==> src/rtl/ro_wr_sched_pkg.sv <==
// ro_wr_sched_pkg: definitions shared by the reorder write scheduler and its
// segment address generator.
//   - wr_state_e : FSM state codes, also driven out on status_wr
//   - config word bit-field positions (words w1 and w2)
//   - beat_bytes()  : bytes carried by one 8-channel beat
//   - ceil_groups() : number of 8-channel groups needed for a channel count
package ro_wr_sched_pkg;

  typedef enum logic [3:0] {
    ST_IDLE  = 4'd0,
    ST_PRE   = 4'd1,
    ST_CMD   = 4'd2,
    ST_DATA  = 4'd3,
    ST_DRAIN = 4'd4
  } wr_state_e;

  // w1 = {w_tile[7:0], img_h[11:0], img_w[11:0]}
  localparam int IMG_W_LSB   = 0;
  localparam int IMG_W_BITS  = 12;
  localparam int IMG_H_LSB   = 12;
  localparam int IMG_H_BITS  = 12;
  localparam int W_TILE_LSB  = 24;
  localparam int W_TILE_BITS = 8;

  // w2 = {ch_total[15:0], ch_perwtile[15:0]}
  localparam int CH_PER_LSB  = 0;
  localparam int CH_TOT_LSB  = 16;
  localparam int CH_BITS     = 16;

  localparam int CH_PER_BEAT = 8;

  // ceil(65535/8) = 8192 needs 14 bits
  localparam int GRP_W = 14;

  // Status target w_tile*img_h*ngrp: 8 + 12 + 14 bits
  localparam int CNT_W = 34;

  // A beat holds 8 channels of dw bits: 8*dw/8 bytes.
  function automatic int beat_bytes(input int dw);
    return (CH_PER_BEAT * dw) / 8;
  endfunction

  function automatic logic [GRP_W-1:0] ceil_groups(input logic [CH_BITS-1:0] ch);
    logic [CH_BITS:0] sum;
    sum = {1'b0, ch} + 17'd7;
    return sum[CH_BITS:3];
  endfunction

endpackage

==> src/rtl/ro_wr_sched_seg_addr_gen.sv <==
// ro_seg_addr_gen: walks tile -> line -> group -> pixel counters and keeps the
// DDR start address of the current segment using adds only.
// Ports:
//   clk, rst_n      clock, asynchronous active-low reset
//   init            load base into all address registers, clear counters
//   beat            one beat of the current segment was transferred
//   base            job base byte address
//   seg_bytes       bytes per segment (img_w * beat bytes)
//   line_stride     bytes between consecutive lines
//   tile_stride     bytes between consecutive tiles
//   img_w, img_h, w_tile, ngrp   loop bounds (all non-zero while running)
//   seg_addr        start address of the current segment
//   last_beat       current beat is the last of its segment
//   last_seg        current segment is the final one of the job
import ro_wr_sched_pkg::*;

module ro_seg_addr_gen #(
  parameter int ADDR_W = 32
) (
  input  logic              clk,
  input  logic              rst_n,
  input  logic              init,
  input  logic              beat,
  input  logic [ADDR_W-1:0] base,
  input  logic [ADDR_W-1:0] seg_bytes,
  input  logic [ADDR_W-1:0] line_stride,
  input  logic [ADDR_W-1:0] tile_stride,
  input  logic [11:0]       img_w,
  input  logic [11:0]       img_h,
  input  logic [7:0]        w_tile,
  input  logic [GRP_W-1:0]  ngrp,
  output logic [ADDR_W-1:0] seg_addr,
  output logic              last_beat,
  output logic              last_seg
);

  logic [7:0]        t_q, t_d;
  logic [11:0]       l_q, l_d;
  logic [GRP_W-1:0]  g_q, g_d;
  logic [11:0]       p_q, p_d;
  logic [ADDR_W-1:0] tile_addr_q, tile_addr_d;
  logic [ADDR_W-1:0] line_addr_q, line_addr_d;
  logic [ADDR_W-1:0] seg_addr_q, seg_addr_d;

  logic last_g;
  logic last_l;
  logic last_t;

  assign last_beat = (p_q == img_w - 12'd1);
  assign last_g    = (g_q == ngrp - GRP_W'(1));
  assign last_l    = (l_q == img_h - 12'd1);
  assign last_t    = (t_q == w_tile - 8'd1);
  assign last_seg  = last_g && last_l && last_t;
  assign seg_addr  = seg_addr_q;

  always_comb begin
    t_d         = t_q;
    l_d         = l_q;
    g_d         = g_q;
    p_d         = p_q;
    tile_addr_d = tile_addr_q;
    line_addr_d = line_addr_q;
    seg_addr_d  = seg_addr_q;
    if (init) begin
      t_d         = '0;
      l_d         = '0;
      g_d         = '0;
      p_d         = '0;
      tile_addr_d = base;
      line_addr_d = base;
      seg_addr_d  = base;
    end else if (beat) begin
      if (!last_beat) begin
        p_d = p_q + 12'd1;
      end else begin
        p_d = '0;
        if (!last_g) begin
          g_d        = g_q + GRP_W'(1);
          seg_addr_d = seg_addr_q + seg_bytes;
        end else if (!last_l) begin
          // Next line of the same tile: group 0 restarts at the new line base.
          g_d         = '0;
          l_d         = l_q + 12'd1;
          line_addr_d = line_addr_q + line_stride;
          seg_addr_d  = line_addr_q + line_stride;
        end else begin
          // Next tile: line 0, group 0 of the new tile base. After the final
          // segment these values are never used.
          g_d         = '0;
          l_d         = '0;
          t_d         = t_q + 8'd1;
          tile_addr_d = tile_addr_q + tile_stride;
          line_addr_d = tile_addr_q + tile_stride;
          seg_addr_d  = tile_addr_q + tile_stride;
        end
      end
    end
  end

  always_ff @(posedge clk or negedge rst_n) begin
    if (!rst_n) begin
      t_q         <= '0;
      l_q         <= '0;
      g_q         <= '0;
      p_q         <= '0;
      tile_addr_q <= '0;
      line_addr_q <= '0;
      seg_addr_q  <= '0;
    end else begin
      t_q         <= t_d;
      l_q         <= l_d;
      g_q         <= g_d;
      p_q         <= p_d;
      tile_addr_q <= tile_addr_d;
      line_addr_q <= line_addr_d;
      seg_addr_q  <= seg_addr_d;
    end
  end

endmodule

==> src/rtl/ro_wr_sched.sv <==
// ro_wr_sched: write scheduler between the reorder stage and the DDR write
// DataMover. The reorder stream (8 channels per beat) is cut into segments of
// img_w beats, one per (tile, line, channel-group). For each segment one
// command (address, byte count) is issued, then the segment's beats are passed
// through with tlast on the final beat. Write statuses are counted; done
// pulses once all of them have arrived, err is sticky.
//
// Handshakes: every channel transfers on a cycle where valid && ready are both
// high at the rising clock edge. A source holds valid and its payload stable
// until that edge; ready may toggle freely and may depend combinationally on
// valid. s_sts_valid has no ready: each pulse is one status.
//
// Ports:
//   clk, rst_n                        clock, asynchronous active-low reset
//   s_config_valid/ready/data         three config words w0, w1, w2
//   ro_data/valid/ready               reorder beat input
//   m_axis_tdata/tvalid/tready/tlast  beat output to the DataMover
//   m_cmd_valid/ready/addr/btt        segment command to the DataMover
//   s_sts_valid, s_sts_okay           write status input
//   done                              one-cycle pulse when job is complete
//   err                               sticky error, cleared by the next w0
//   status_wr                         current FSM state code
import ro_wr_sched_pkg::*;

module ro_wr_sched #(
  parameter int DW     = 16,
  parameter int ADDR_W = 32,
  parameter int BTT_W  = 23
) (
  input  logic              clk,
  input  logic              rst_n,
  input  logic              s_config_valid,
  output logic              s_config_ready,
  input  logic [31:0]       s_config_data,
  input  logic [8*DW-1:0]   ro_data,
  input  logic              ro_valid,
  output logic              ro_ready,
  output logic [8*DW-1:0]   m_axis_tdata,
  output logic              m_axis_tvalid,
  input  logic              m_axis_tready,
  output logic              m_axis_tlast,
  output logic              m_cmd_valid,
  input  logic              m_cmd_ready,
  output logic [ADDR_W-1:0] m_cmd_addr,
  output logic [BTT_W-1:0]  m_cmd_btt,
  input  logic              s_sts_valid,
  input  logic              s_sts_okay,
  output logic              done,
  output logic              err,
  output logic [3:0]        status_wr
);

  localparam int BEAT_BYTES = beat_bytes(DW);

  wr_state_e         state_q, state_d;
  logic [1:0]        widx_q, widx_d;
  logic [ADDR_W-1:0] base_q, base_d;
  logic [31:0]       cfg1_q, cfg1_d;
  logic [31:0]       cfg2_q, cfg2_d;
  logic [BTT_W-1:0]  seg_bytes_q, seg_bytes_d;
  logic [GRP_W-1:0]  ngrp_q, ngrp_d;
  logic [ADDR_W-1:0] line_stride_q, line_stride_d;
  logic [ADDR_W-1:0] tile_stride_q, tile_stride_d;
  logic [CNT_W-1:0]  target_q, target_d;
  logic [CNT_W-1:0]  sts_cnt_q, sts_cnt_d;
  logic              err_q, err_d;
  logic              done_q, done_d;

  // Config fields decoded from the captured words
  logic [IMG_W_BITS-1:0]  img_w;
  logic [IMG_H_BITS-1:0]  img_h;
  logic [W_TILE_BITS-1:0] w_tile;
  logic [CH_BITS-1:0]     ch_per;
  logic [CH_BITS-1:0]     ch_tot;

  assign img_w  = cfg1_q[IMG_W_LSB  +: IMG_W_BITS];
  assign img_h  = cfg1_q[IMG_H_LSB  +: IMG_H_BITS];
  assign w_tile = cfg1_q[W_TILE_LSB +: W_TILE_BITS];
  assign ch_per = cfg2_q[CH_PER_LSB +: CH_BITS];
  assign ch_tot = cfg2_q[CH_TOT_LSB +: CH_BITS];

  // Job geometry; the products are only registered in PRE.
  logic [BTT_W-1:0]  seg_bytes_c;
  logic [ADDR_W-1:0] seg_ext_c;
  logic [GRP_W-1:0]  ngrp_c;
  logic [GRP_W-1:0]  tot_grp_c;
  logic              cfg_bad_c;

  assign seg_bytes_c = BTT_W'(img_w) * BTT_W'(BEAT_BYTES);
  assign seg_ext_c   = ADDR_W'(seg_bytes_c);
  assign ngrp_c      = ceil_groups(ch_per);
  assign tot_grp_c   = ceil_groups(ch_tot);
  assign cfg_bad_c   = (img_w == '0) || (img_h == '0) || (w_tile == '0) || (ch_per == '0);

  // Segment walker
  logic              gen_init;
  logic              gen_beat;
  logic [ADDR_W-1:0] gen_addr;
  logic              gen_last_beat;
  logic              gen_last_seg;

  assign gen_beat = (state_q == ST_DATA) && ro_valid && m_axis_tready;

  ro_seg_addr_gen #(
    .ADDR_W (ADDR_W)
  ) u_addr_gen (
    .clk         (clk),
    .rst_n       (rst_n),
    .init        (gen_init),
    .beat        (gen_beat),
    .base        (base_q),
    .seg_bytes   (ADDR_W'(seg_bytes_q)),
    .line_stride (line_stride_q),
    .tile_stride (tile_stride_q),
    .img_w       (img_w),
    .img_h       (img_h),
    .w_tile      (w_tile),
    .ngrp        (ngrp_q),
    .seg_addr    (gen_addr),
    .last_beat   (gen_last_beat),
    .last_seg    (gen_last_seg)
  );

  // Data path is a zero-latency pass-through gated by the DATA state, so the
  // reorder stage is back-pressured (never dropped) everywhere else.
  assign s_config_ready = (state_q == ST_IDLE);
  assign m_cmd_valid    = (state_q == ST_CMD);
  assign m_cmd_addr     = gen_addr;
  assign m_cmd_btt      = seg_bytes_q;
  assign m_axis_tdata   = ro_data;
  assign m_axis_tvalid  = (state_q == ST_DATA) && ro_valid;
  assign ro_ready       = (state_q == ST_DATA) && m_axis_tready;
  assign m_axis_tlast   = (state_q == ST_DATA) && gen_last_beat;
  assign done           = done_q;
  assign err            = err_q;
  assign status_wr      = state_q;

  always_comb begin
    state_d       = state_q;
    widx_d        = widx_q;
    base_d        = base_q;
    cfg1_d        = cfg1_q;
    cfg2_d        = cfg2_q;
    seg_bytes_d   = seg_bytes_q;
    ngrp_d        = ngrp_q;
    line_stride_d = line_stride_q;
    tile_stride_d = tile_stride_q;
    target_d      = target_q;
    sts_cnt_d     = sts_cnt_q;
    err_d         = err_q;
    done_d        = 1'b0;
    gen_init      = 1'b0;

    // Statuses are counted in every active state, including the cycle of the
    // final beat; a bad status flags err but the job keeps running.
    if ((state_q != ST_IDLE) && s_sts_valid) begin
      sts_cnt_d = sts_cnt_q + CNT_W'(1);
      if (!s_sts_okay) begin
        err_d = 1'b1;
      end
    end

    unique case (state_q)
      ST_IDLE: begin
        if (s_config_valid) begin
          unique case (widx_q)
            2'd0: begin
              base_d = ADDR_W'(s_config_data);
              err_d  = 1'b0;
              widx_d = 2'd1;
            end
            2'd1: begin
              cfg1_d = s_config_data;
              widx_d = 2'd2;
            end
            default: begin
              cfg2_d    = s_config_data;
              widx_d    = 2'd0;
              sts_cnt_d = '0;
              state_d   = ST_PRE;
            end
          endcase
        end
      end

      ST_PRE: begin
        seg_bytes_d   = seg_bytes_c;
        ngrp_d        = ngrp_c;
        line_stride_d = ADDR_W'(tot_grp_c) * seg_ext_c;
        tile_stride_d = ADDR_W'(ngrp_c) * seg_ext_c;
        target_d      = CNT_W'(w_tile) * CNT_W'(img_h) * CNT_W'(ngrp_c);
        if (cfg_bad_c) begin
          err_d   = 1'b1;
          state_d = ST_IDLE;
        end else begin
          gen_init = 1'b1;
          state_d  = ST_CMD;
        end
      end

      ST_CMD: begin
        if (m_cmd_ready) begin
          state_d = ST_DATA;
        end
      end

      ST_DATA: begin
        if (gen_beat && gen_last_beat) begin
          state_d = gen_last_seg ? ST_DRAIN : ST_CMD;
        end
      end

      ST_DRAIN: begin
        if (sts_cnt_q == target_q) begin
          done_d  = 1'b1;
          state_d = ST_IDLE;
        end
      end

      default: begin
        state_d = ST_IDLE;
      end
    endcase
  end

  always_ff @(posedge clk or negedge rst_n) begin
    if (!rst_n) begin
      state_q       <= ST_IDLE;
      widx_q        <= '0;
      base_q        <= '0;
      cfg1_q        <= '0;
      cfg2_q        <= '0;
      seg_bytes_q   <= '0;
      ngrp_q        <= '0;
      line_stride_q <= '0;
      tile_stride_q <= '0;
      target_q      <= '0;
      sts_cnt_q     <= '0;
      err_q         <= 1'b0;
      done_q        <= 1'b0;
    end else begin
      state_q       <= state_d;
      widx_q        <= widx_d;
      base_q        <= base_d;
      cfg1_q        <= cfg1_d;
      cfg2_q        <= cfg2_d;
      seg_bytes_q   <= seg_bytes_d;
      ngrp_q        <= ngrp_d;
      line_stride_q <= line_stride_d;
      tile_stride_q <= tile_stride_d;
      target_q      <= target_d;
      sts_cnt_q     <= sts_cnt_d;
      err_q         <= err_d;
      done_q        <= done_d;
    end
  end

endmodule

==> config.mk <==
export PLATFORM = sky130hd
export DESIGN_NAME = ro_wr_sched
export DESIGN_NICKNAME = d
export VERILOG_FILES = /design/src/rtl/ro_wr_sched_pkg.sv /design/src/rtl/ro_wr_sched_seg_addr_gen.sv /design/src/rtl/ro_wr_sched.sv
export SDC_FILE = /design/constraint.sdc
export NUM_CORES = 2
export LEC_CHECK = 0
export CAP_MARGIN = 20
export CORE_ASPECT_RATIO = 0.9
export CORE_MARGIN = 5
export CORE_UTILIZATION = 25
export DETAILED_ROUTE_END_ITERATION = 7
export GPL_TIMING_DRIVEN = 0
export PLACE_DENSITY = 0.51
export SYNTH_ARGS = -nofsm -noshare
export SYNTH_HDL_FRONTEND = slang
export SYNTH_SLANG_ARGS = --single-unit
==> constraint.sdc <==
create_clock -name clk -period 17.8 [get_ports clk]
set_clock_uncertainty 0.1 [all_clocks]
set_input_delay 1.78 -clock clk [delete_from_list [all_inputs] [get_ports clk]]
set_output_delay 1.78 -clock clk [all_outputs]
set_load 0.05 [all_outputs]
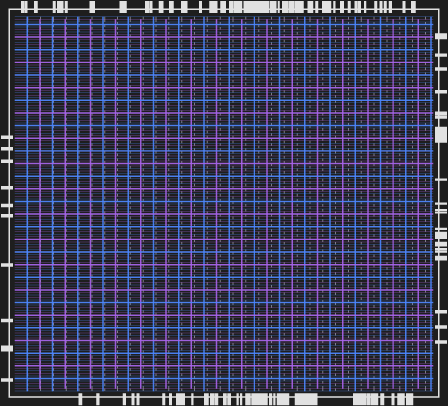
**Above:** supply network.
Pins as bars on the die edge. Tap cells in gray.
| net | color |
|---|---|
| VSS | blue |
| VDD | purple |
met4 straps: 33
rows: 148
met1 rails: 149
signal pins: 362
met5 straps: 29
Die X: 460 um
core area: 181000 sq um
die height: 415 um

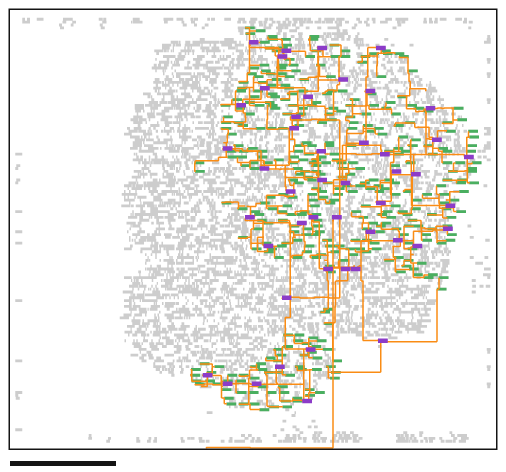
**Above:** routed clock nets over the placement.
The bar under the picture is 100 um long.
[clock wires] orange | length: 7000 um
[clock-net drivers] purple | count: 47
[flip-flops] green | count: 391
routed clock nets: 48
Insertion Delay late pin: 640 ps

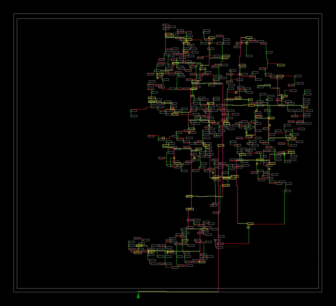
**Above:** the clock network.
flip-flops: 391
Num CTS Buffers: 47
CTS sink cnt: 391
clock buf count: 60

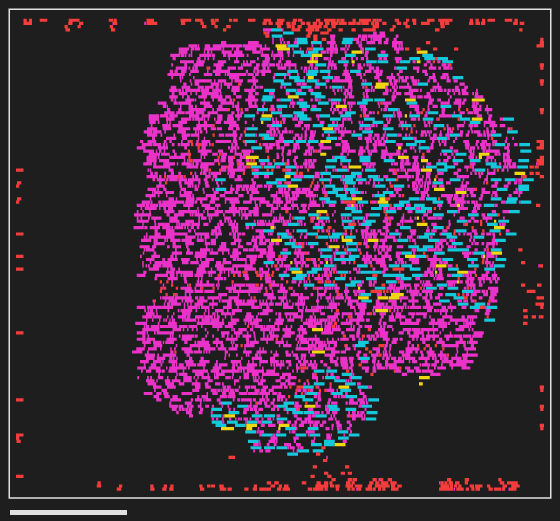
**Above:** placed cells, one color a class.
The bar under the picture is 100 um long.
| class | color | cells |
|---|---|---|
| remaining logic cells | magenta | 4506 |
| remaining buffers and delay cells | red | 632 |
| registers | cyan | 391 |
| clock drivers and dummy loads | yellow | 85 |
final core utilization: 0.292
flop share of the area: 0.185
design area: 52900 sq um

==> results.cfg <==
; yosys + openroad results
[logic_synthesis]
yosysChipArea_sq_um = 45700
synth_warnings = 0
topCellsByArea = fa_1 23%, dfrtp_1 21%, ha_1 9.3%
synth_top_cell_by_count = nand2_1
synth-seq-cells = 391
yosysSeqAreaShare = 0.214
top_cell_area_share = 0.226
ys.flop_type = dfrtp_1
ys_cells = 5263
edf_count = 0
synthCells = 5263
avgSynthCellArea_sq_um = 8.67
yosys.area.top_type = fa_1
synth_cell_type_count = 86
synthArstFlopShare = 1.00
top_cells_by_count = 839 x nand2_1, 629 x inv_1, 516 x fa_1, 391 x dfrtp_1, 389 x nor2_1
synthesis.area_sq_um = 45700

[finish]
drive_gt1_frac = 0.0652
sh_comb_area = 0.597
num-nets-final = 6602
buf_share = 0.0853
clk_share = 0.0309
multi_input_comb_cells = 3877
diodes = 4
synthToLayoutAreaGrowth_pct = 15.9
area_dominant_class = multi-input combinational cells
layout.area.comb_sq_um = 31600
inv_count = 629
layout.cells.non_filler = 8018
final-seq-area_sq_um = 9780
n_all_buffers = 632
nFillCells = 19303
mostFrequentLayoutCell = nand2_1
most-common-layout-cells = 839 x nand2_1, 629 x inv_1, 516 x fa_1, 391 x dfrtp_1, 389 x nor2_1

[sta]
finalSetupViolations = 0
relSlewSlack = 0.148
tightestPinTransition_ps = 1270
fin_crit_ps = 12290
period_used_share = 0.690
finalHoldViolCount = 0
max_freq_ghz = 0.0814
rsz0062_at_grt = no
slew_violations = 0

[clocking]
cts_root_buffer = clkbuf_16
cts.clk_slew.worst_paths_ps = 70
cts_buffer_depth = 3
hold_buffers = 0
cts_resized = 0
cts_tree = yes
cts_setup_buffers = 0
ctsHtreeMaxLevel = 2

[routing]
routed_wl_mm = 174
wl_met1_mm = 78.9
via_per_inst = 4.84
vias = 38813
wl_met2_mm = 78.4
highest_layer = met5
drt-pass1-iter-count = 6
drtIter0Drc = 3362
drc_errors = 0
ant_nets = 0
dr_wl_met3_mm = 10.4
wl_per_cell_um = 21.7

[placement]
place_inst = 7922
portBuffers = 221
place_hpwl_mm = 141
place_congestion = 0.932

[setup_path]
cp.required_ps = 18170
cp.arrival_ps = 12660
cp_num_buf_inv = 7
crit_type = reg2reg
startpoint_type = flip-flop
cpPeakStageDelay_ps = 910
crit_path_end_kind = flip-flop
critPathTopFamily = adder cells
cpMaxStageDelayCell = xor2_1
worstPathMaxFanout = 10
cpMostUsedCell = fa_1

[flow_run]
warnings = 33
max-cap-violations = 0

[worst_hold_path]
hold_path_class = reg2reg

[grt]
grt-ovfl-total = 0
met3_usage = 0.0212
met1_usage = 0.254
grt_max_degree = 106
grt_pass1_wl_mm = 258
grt_pass1_vias = 38657
met2_usage = 0.281
grt_busiest_layer = met2
grt_usage = 0.178
antenna_found_initial = 5

[die]
dieArea_sq_um = 191000
floorplan.core_util = 0.252
num_rows = 148
pin_count = 362
taps = 2400

[run_status]
status = completed
[metrics by stage]
| stage | worst slack [ps] | setup TNS [ps] | instance area, sq um | hold WS [ps] |
|---|---|---|---|---|
| finish | 5510 | 0 | 52900 | 380 |
| floorplan | 7700 | 0 | 45700 | 345 |
| detailed placement | 5640 | 0 | 51200 | 364 |
| CTS | 5630 | 0 | 52800 | 380 |
| global route | 4820 | 0 | 52900 | 396 |
| global placement | -3680 | -1395500 | 50900 | 359 |
[cell families (layout without fill, tap and decap cells)]
group	count (synthesis)	in the layout	synth area share
and+or+nand+nor	1823	1823	0.181
muxes	87	87	0.0209
AOI/OAI and AO/OA	784	784	0.109
buffers and inverters	1006	1346	0.0948
other	1	16	0.0000821
DFF	391	391	0.214
xor gates and xnor gates	315	315	0.0604
adders and majority gates	856	856	0.319
[final timing paths]
kind | start | endpoint | slack, ps | depth (start not counted)
setup / recovery | cfg1_q[12] | target_q[33] | 5510 | 40
hold / removal | u_addr_gen.tile_addr_q[0] | u_addr_gen.tile_addr_q[0] | 380 | 2
setup reg to reg | cfg1_q[12] | target_q[33] | 5510 | 40
hold reg to reg | u_addr_gen.tile_addr_q[0] | u_addr_gen.tile_addr_q[0] | 380 | 2
max in group asynchronous | rst_n | m_cmd_btt[8] | 14940 | 3
min in group asynchronous | rst_n | sts_cnt_q[26] | 1090 | 1
[sequential cells by signal, summed over array words and instances, names as in the netlist, 14 cells and up]
signal                  flops
tile_stride_q              26
line_stride_q              26
ngrp_q                     14
u_addr_gen.seg_addr        32
u_addr_gen.tile_addr_q     32
cfg1_q                     32
cfg2_q                     32
target_q                   34
u_addr_gen.g_q             14
base_q                     32
sts_cnt_q                  34
u_addr_gen.line_addr_q     32
